--- src/rtl/register_bank_scoreboard_if.sv ---
// Write-back, issue and operand-select bus of the register bank, plus the
// parallel register outputs and scoreboard status it returns.
interface register_bank_scoreboard_if #(
  parameter int WIDTH = 16
);
  logic             wr_en;
  logic [2:0]       wr_addr;
  logic [WIDTH-1:0] wr_data;
  logic             issue_en;
  logic [2:0]       issue_addr;
  logic [2:0]       rd_sel0;
  logic [2:0]       rd_sel1;
  logic             rd_use0;
  logic             rd_use1;
  logic [WIDTH-1:0] reg0, reg1, reg2, reg3, reg4, reg5, reg6, reg7;
  logic [7:0]       pending;
  logic             stall;

  modport master (
    output wr_en, wr_addr, wr_data, issue_en, issue_addr,
           rd_sel0, rd_sel1, rd_use0, rd_use1,
    input  reg0, reg1, reg2, reg3, reg4, reg5, reg6, reg7, pending, stall
  );

  modport slave (
    input  wr_en, wr_addr, wr_data, issue_en, issue_addr,
           rd_sel0, rd_sel1, rd_use0, rd_use1,
    output reg0, reg1, reg2, reg3, reg4, reg5, reg6, reg7, pending, stall
  );
endinterface

--- src/rtl/register_bank_scoreboard.sv ---
// 8-entry register bank with one write port and a pending-write scoreboard
// that stalls readers and issuers of registers still awaiting write-back.
module register_bank_scoreboard #(
  parameter int               WIDTH       = 16,
  parameter int               ZERO_R0     = 0,
  parameter logic [WIDTH-1:0] RESET_VALUE = '0
) (
  input  logic                     clk,
  input  logic                     rst_n,
  register_bank_scoreboard_if.slave bus
);
  localparam bit R0_HARD = (ZERO_R0 != 0);

  logic [WIDTH-1:0] regs_q [8];
  logic [WIDTH-1:0] regs_d [8];
  logic [7:0]       pending_q;
  logic [7:0]       pending_d;
  logic             stall;
  logic             wr_ok;
  logic             issue_ok;

  // Hazard check deliberately ignores a same-cycle write-back.
  always_comb begin
    stall = (bus.rd_use0  & pending_q[bus.rd_sel0])
          | (bus.rd_use1  & pending_q[bus.rd_sel1])
          | (bus.issue_en & pending_q[bus.issue_addr]);
  end

  always_comb begin
    wr_ok    = bus.wr_en & ~(R0_HARD && bus.wr_addr == 3'd0);
    issue_ok = bus.issue_en & ~stall & ~(R0_HARD && bus.issue_addr == 3'd0);
    for (int i = 0; i < 8; i++) regs_d[i] = regs_q[i];
    pending_d = pending_q;
    if (wr_ok) begin
      regs_d[bus.wr_addr]    = bus.wr_data;
      pending_d[bus.wr_addr] = 1'b0;
    end
    // Applied after the write so an issue to the same register keeps the bit.
    if (issue_ok) pending_d[bus.issue_addr] = 1'b1;
  end

  always_ff @(posedge clk) begin
    if (!rst_n) begin
      for (int i = 0; i < 8; i++) regs_q[i] <= RESET_VALUE;
      if (R0_HARD) regs_q[0] <= '0;
      pending_q <= 8'h00;
    end else begin
      for (int i = 0; i < 8; i++) regs_q[i] <= regs_d[i];
      pending_q <= pending_d;
    end
  end

  assign bus.reg0    = regs_q[0];
  assign bus.reg1    = regs_q[1];
  assign bus.reg2    = regs_q[2];
  assign bus.reg3    = regs_q[3];
  assign bus.reg4    = regs_q[4];
  assign bus.reg5    = regs_q[5];
  assign bus.reg6    = regs_q[6];
  assign bus.reg7    = regs_q[7];
  assign bus.pending = pending_q;
  assign bus.stall   = stall;
endmodule
--- src/flat_wrapper.sv ---
// flat-port wrapper written by rule: the top's interface ports become plain ports
module register_bank_scoreboard_flat 
#(
  parameter int               WIDTH       = 16,
  parameter int               ZERO_R0     = 0,
  parameter logic [WIDTH-1:0] RESET_VALUE = '0
)
  (clk, rst_n, bus_wr_en, bus_wr_addr, bus_wr_data, bus_issue_en, bus_issue_addr, bus_rd_sel0, bus_rd_sel1, bus_rd_use0, bus_rd_use1, bus_reg0, bus_reg1, bus_reg2, bus_reg3, bus_reg4, bus_reg5, bus_reg6, bus_reg7, bus_pending, bus_stall);
  register_bank_scoreboard_if #(.WIDTH(WIDTH)) bus_i ();
  input  logic clk;
  input  logic rst_n;
  input wire logic [$bits(bus_i.wr_en)-1:0] bus_wr_en;
  input wire logic [$bits(bus_i.wr_addr)-1:0] bus_wr_addr;
  input wire logic [$bits(bus_i.wr_data)-1:0] bus_wr_data;
  input wire logic [$bits(bus_i.issue_en)-1:0] bus_issue_en;
  input wire logic [$bits(bus_i.issue_addr)-1:0] bus_issue_addr;
  input wire logic [$bits(bus_i.rd_sel0)-1:0] bus_rd_sel0;
  input wire logic [$bits(bus_i.rd_sel1)-1:0] bus_rd_sel1;
  input wire logic [$bits(bus_i.rd_use0)-1:0] bus_rd_use0;
  input wire logic [$bits(bus_i.rd_use1)-1:0] bus_rd_use1;
  output wire logic [$bits(bus_i.reg0)-1:0] bus_reg0;
  output wire logic [$bits(bus_i.reg1)-1:0] bus_reg1;
  output wire logic [$bits(bus_i.reg2)-1:0] bus_reg2;
  output wire logic [$bits(bus_i.reg3)-1:0] bus_reg3;
  output wire logic [$bits(bus_i.reg4)-1:0] bus_reg4;
  output wire logic [$bits(bus_i.reg5)-1:0] bus_reg5;
  output wire logic [$bits(bus_i.reg6)-1:0] bus_reg6;
  output wire logic [$bits(bus_i.reg7)-1:0] bus_reg7;
  output wire logic [$bits(bus_i.pending)-1:0] bus_pending;
  output wire logic [$bits(bus_i.stall)-1:0] bus_stall;
  assign bus_i.wr_en = bus_wr_en;
  assign bus_i.wr_addr = bus_wr_addr;
  assign bus_i.wr_data = bus_wr_data;
  assign bus_i.issue_en = bus_issue_en;
  assign bus_i.issue_addr = bus_issue_addr;
  assign bus_i.rd_sel0 = bus_rd_sel0;
  assign bus_i.rd_sel1 = bus_rd_sel1;
  assign bus_i.rd_use0 = bus_rd_use0;
  assign bus_i.rd_use1 = bus_rd_use1;
  assign bus_reg0 = bus_i.reg0;
  assign bus_reg1 = bus_i.reg1;
  assign bus_reg2 = bus_i.reg2;
  assign bus_reg3 = bus_i.reg3;
  assign bus_reg4 = bus_i.reg4;
  assign bus_reg5 = bus_i.reg5;
  assign bus_reg6 = bus_i.reg6;
  assign bus_reg7 = bus_i.reg7;
  assign bus_pending = bus_i.pending;
  assign bus_stall = bus_i.stall;
  register_bank_scoreboard #(.WIDTH(WIDTH), .ZERO_R0(ZERO_R0), .RESET_VALUE(RESET_VALUE)) u_core (.clk(clk), .rst_n(rst_n), .bus(bus_i));
endmodule
--- config.mk ---
export PLATFORM = sky130hd
export DESIGN_NAME = register_bank_scoreboard_flat
export DESIGN_NICKNAME = d
export VERILOG_FILES = /design/src/rtl/register_bank_scoreboard_if.sv /design/src/rtl/register_bank_scoreboard.sv /design/src/flat_wrapper.sv
export SDC_FILE = /design/constraint.sdc
export NUM_CORES = 1
export LEC_CHECK = 0
export ABC_CLOCK_PERIOD_IN_PS = 3300
export CORE_ASPECT_RATIO = 1.75
export CORE_UTILIZATION = 45
export CTS_CLUSTER_DIAMETER = 150
export DETAILED_ROUTE_END_ITERATION = 6
export GPL_TIMING_DRIVEN = 1
export PLACE_DENSITY = 0.78
export SETUP_SLACK_MARGIN = 0.2
export SLEW_MARGIN = 20
export SYNTH_ARGS = -nofsm -noshare
export SYNTH_HDL_FRONTEND = slang
export SYNTH_SLANG_ARGS = --single-unit
--- constraint.sdc ---
create_clock -name clk -period 3.3 [get_ports clk]
set_input_delay 0.66 -clock clk [delete_from_list [all_inputs] [get_ports clk]]
set_output_delay 0.66 -clock clk [all_outputs]
set_load 0.02 [all_outputs]
==> results.yml <==
# implementation run metrics
worst_setup_path:
  worstSetupPathType: "in -> out"
  timing.critical_path.cells: "clkdlybuf4s50_1, and2_1, a221oi_1, o22ai_2, a21o_2, clkdlybuf4s15_2"
  cp_slowest_stage_delay_ns: 0.50
  timing.critical_path.required_ns: 2.64
  worstSetupEndpoint: "bus_stall"
  crit_slowest_cell: "clkdlybuf4s50_1"
  critical_path.n_buffers_inverters: 2
  worst-r2r-cell-count: 5
  critPathLaunchType: "primary input"
  crit_arrival_ns: 2.33
  slack_of_the_worst_reg_to_reg_path_ns: 1.66
logic_synthesis:
  chip_area_line_of_the_yosys_report_um2: 5450
  muxShareOfSynthArea_pct: 1.79
  numSynthFlops: 136
  synth.cellmix.simpleShare_pct: 22.6
  ys_top_cells_by_count: "261 x nand2_1, 136 x dfxtp_1, 122 x a21boi_0, 22 x clkbuf_1, 17 x nand3_1"
  syn-mean-instance-area_um2: 8.35
  adder_share_pct: 0
  synthTopCellsByArea: "dfxtp_1 50%, nand2_1 18%, a21boi_0 17%"
  yosys_cells: 653
  netlist_area_um2: 5450
  synth-compound-area-share_pct: 20.7
  synthMostInstantiatedCell: "nand2_1"
  async_flop_share_pct: 0
  synth_sequential_area_ratio_pct: 49.9
  yosys.area.top_type: "dfxtp_1"
  ys.warnings.count: 0
  dominantRegCellSynth: "dfxtp_1"
placed_design:
  routabilityCongestion: 0.861
  port_buffers: 170
  place_inst: 921
pwr:
  pwr_density_cell_nw_per_um2: 507
  power.combinational.total_mw: 0.356
  power.share.sequential_pct: 43.0
  intPower_mw: 3.03
min_path:
  hold-path-cell-count: 2
  min-delay-start: "u_core.regs_q[0][22]$_SDFFE_PN0P_"
  worstHoldEndpoint: "u_core.regs_q[0][22]$_SDFFE_PN0P_"
  min_path_type: "reg -> reg"
sta:
  timing_max_transition_violations_final: 0
  setup_ws_ns: 0.311
  min_period_ns: 2.99
  worst-slew-pin-transition_ns: 0.751
  setup_viol_count_final: 0
  achievable_clock_frequency_ghz: 0.335
  timing.max_slew.rel_slack_pct: 49.8
die:
  floorplan.rows: 52
  nWellTaps: 135
  design.die.area_um2: 12600
  chipHeight_um: 148
  core-area_um2: 11700
  ios: 171
layout:
  layoutNonFillerInstCount: 953
  final.fill_count: 942
  nNetsFinal: 839
  layout.cells.most_common: "nand2_1"
  nonClockInverterCount: 4
  signal_buffer_area_fraction_pct: 23.5
  nMultiInputCombCells: 459
  area.share.combinational_pct: 31.5
  areaGrowthSynthToFinish_pct: 43.1
  regMostFlops: "u_core.regs_q"
  ant_diodes: 0
route:
  drc: 0
  met3WireLength_um: 870
  met2WireLength_um: 9150
  first_iter_violations: 214
  viasPerCell: 5.32
  wl_per_cell_um: 17.5
  wl_met1_um: 6000
global_route:
  pin_count_of_the_biggest_net_entering_global_routing: 76
  grt.overflow.total: 0
  grt_antenna_before_repair: 0
  global_route_wire_length_before_repair_um: 25800
  globalRoute.busiestLayer: "met2"
run_status:
  status: "completed"
clock_tree:
  tritoncts: "built"
  post_cts.resized_instances: 5
  cts.sinks: 136
  cts_hold_buf: 0
job:
  warning_count: 26
  max-cap-violations: 0
**Register map, names as in the netlist**

Other cells in gray.
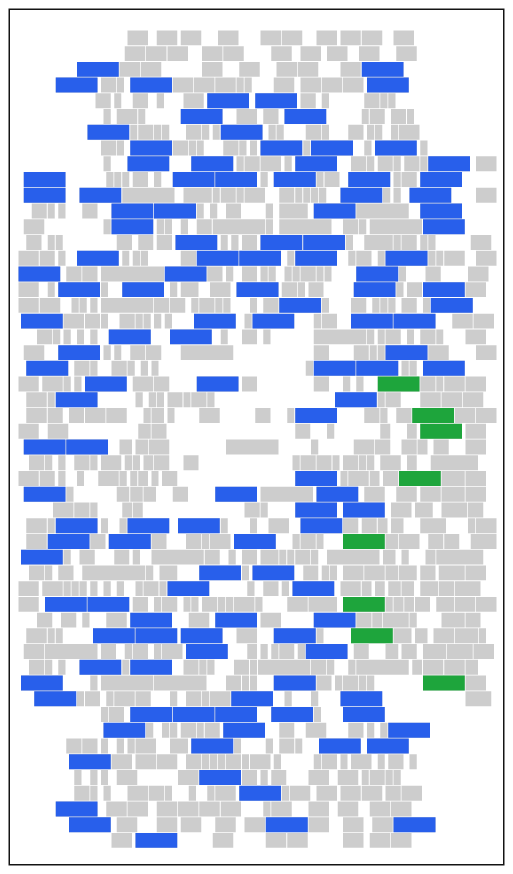
| color | netlist name | sequential cells | where |
|---|---|---|---|
| green | u_core.bus.pending | 8 | east |
| blue | u_core.regs_q | 128 | all over the die |
sequential cell area: 2720 um2
final standard cell utilization of the core: 66.6%
Sequential Power: 1.70 mW
sequential share of cell area: 34.9%

**Routed clock nets over the placement**

Bar = 20 um.
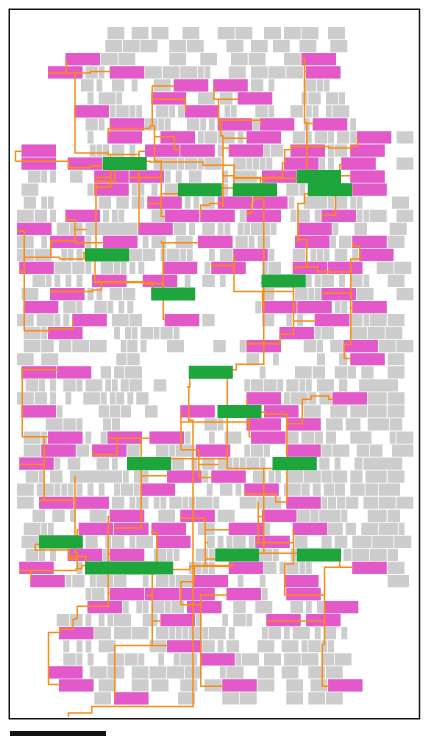
[magenta] flip-flops | count: 136
[green] clock-net drivers | count: 17
[orange] clock wires | length: 1540 um
flops lie: all over the die
clock network power share: 48.0%
Skew-Pair Late Insertion Delay: 0.41 ns
Clock net power: 1.90 mW
Clock Skews: 0.00652 ns

**Routing congestion**

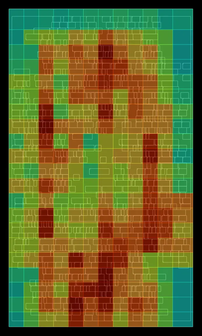
routing usage on met3: 5.19%
GR Layer Usage met1: 27.8%
global routing met2 resource utilization: 50.0%

**Signal wires on met4**

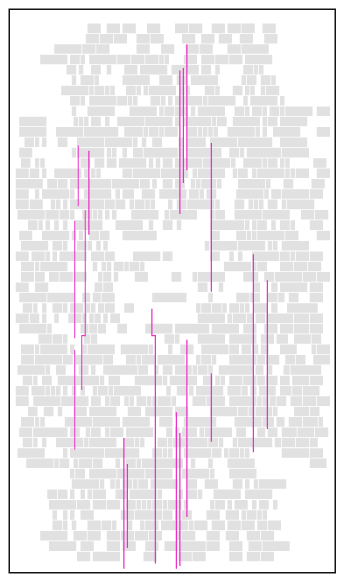
share of all routed wire: 3.8%
nets with wire on the layer: 15
wire length on this layer: 634 um
longest straight run: 59.7 um
main direction: vertical
vias after detailed routing: 5070
Final Routed Wirelength: 16700 um

No activity file was given, so power comes from the tool's default toggle rates.
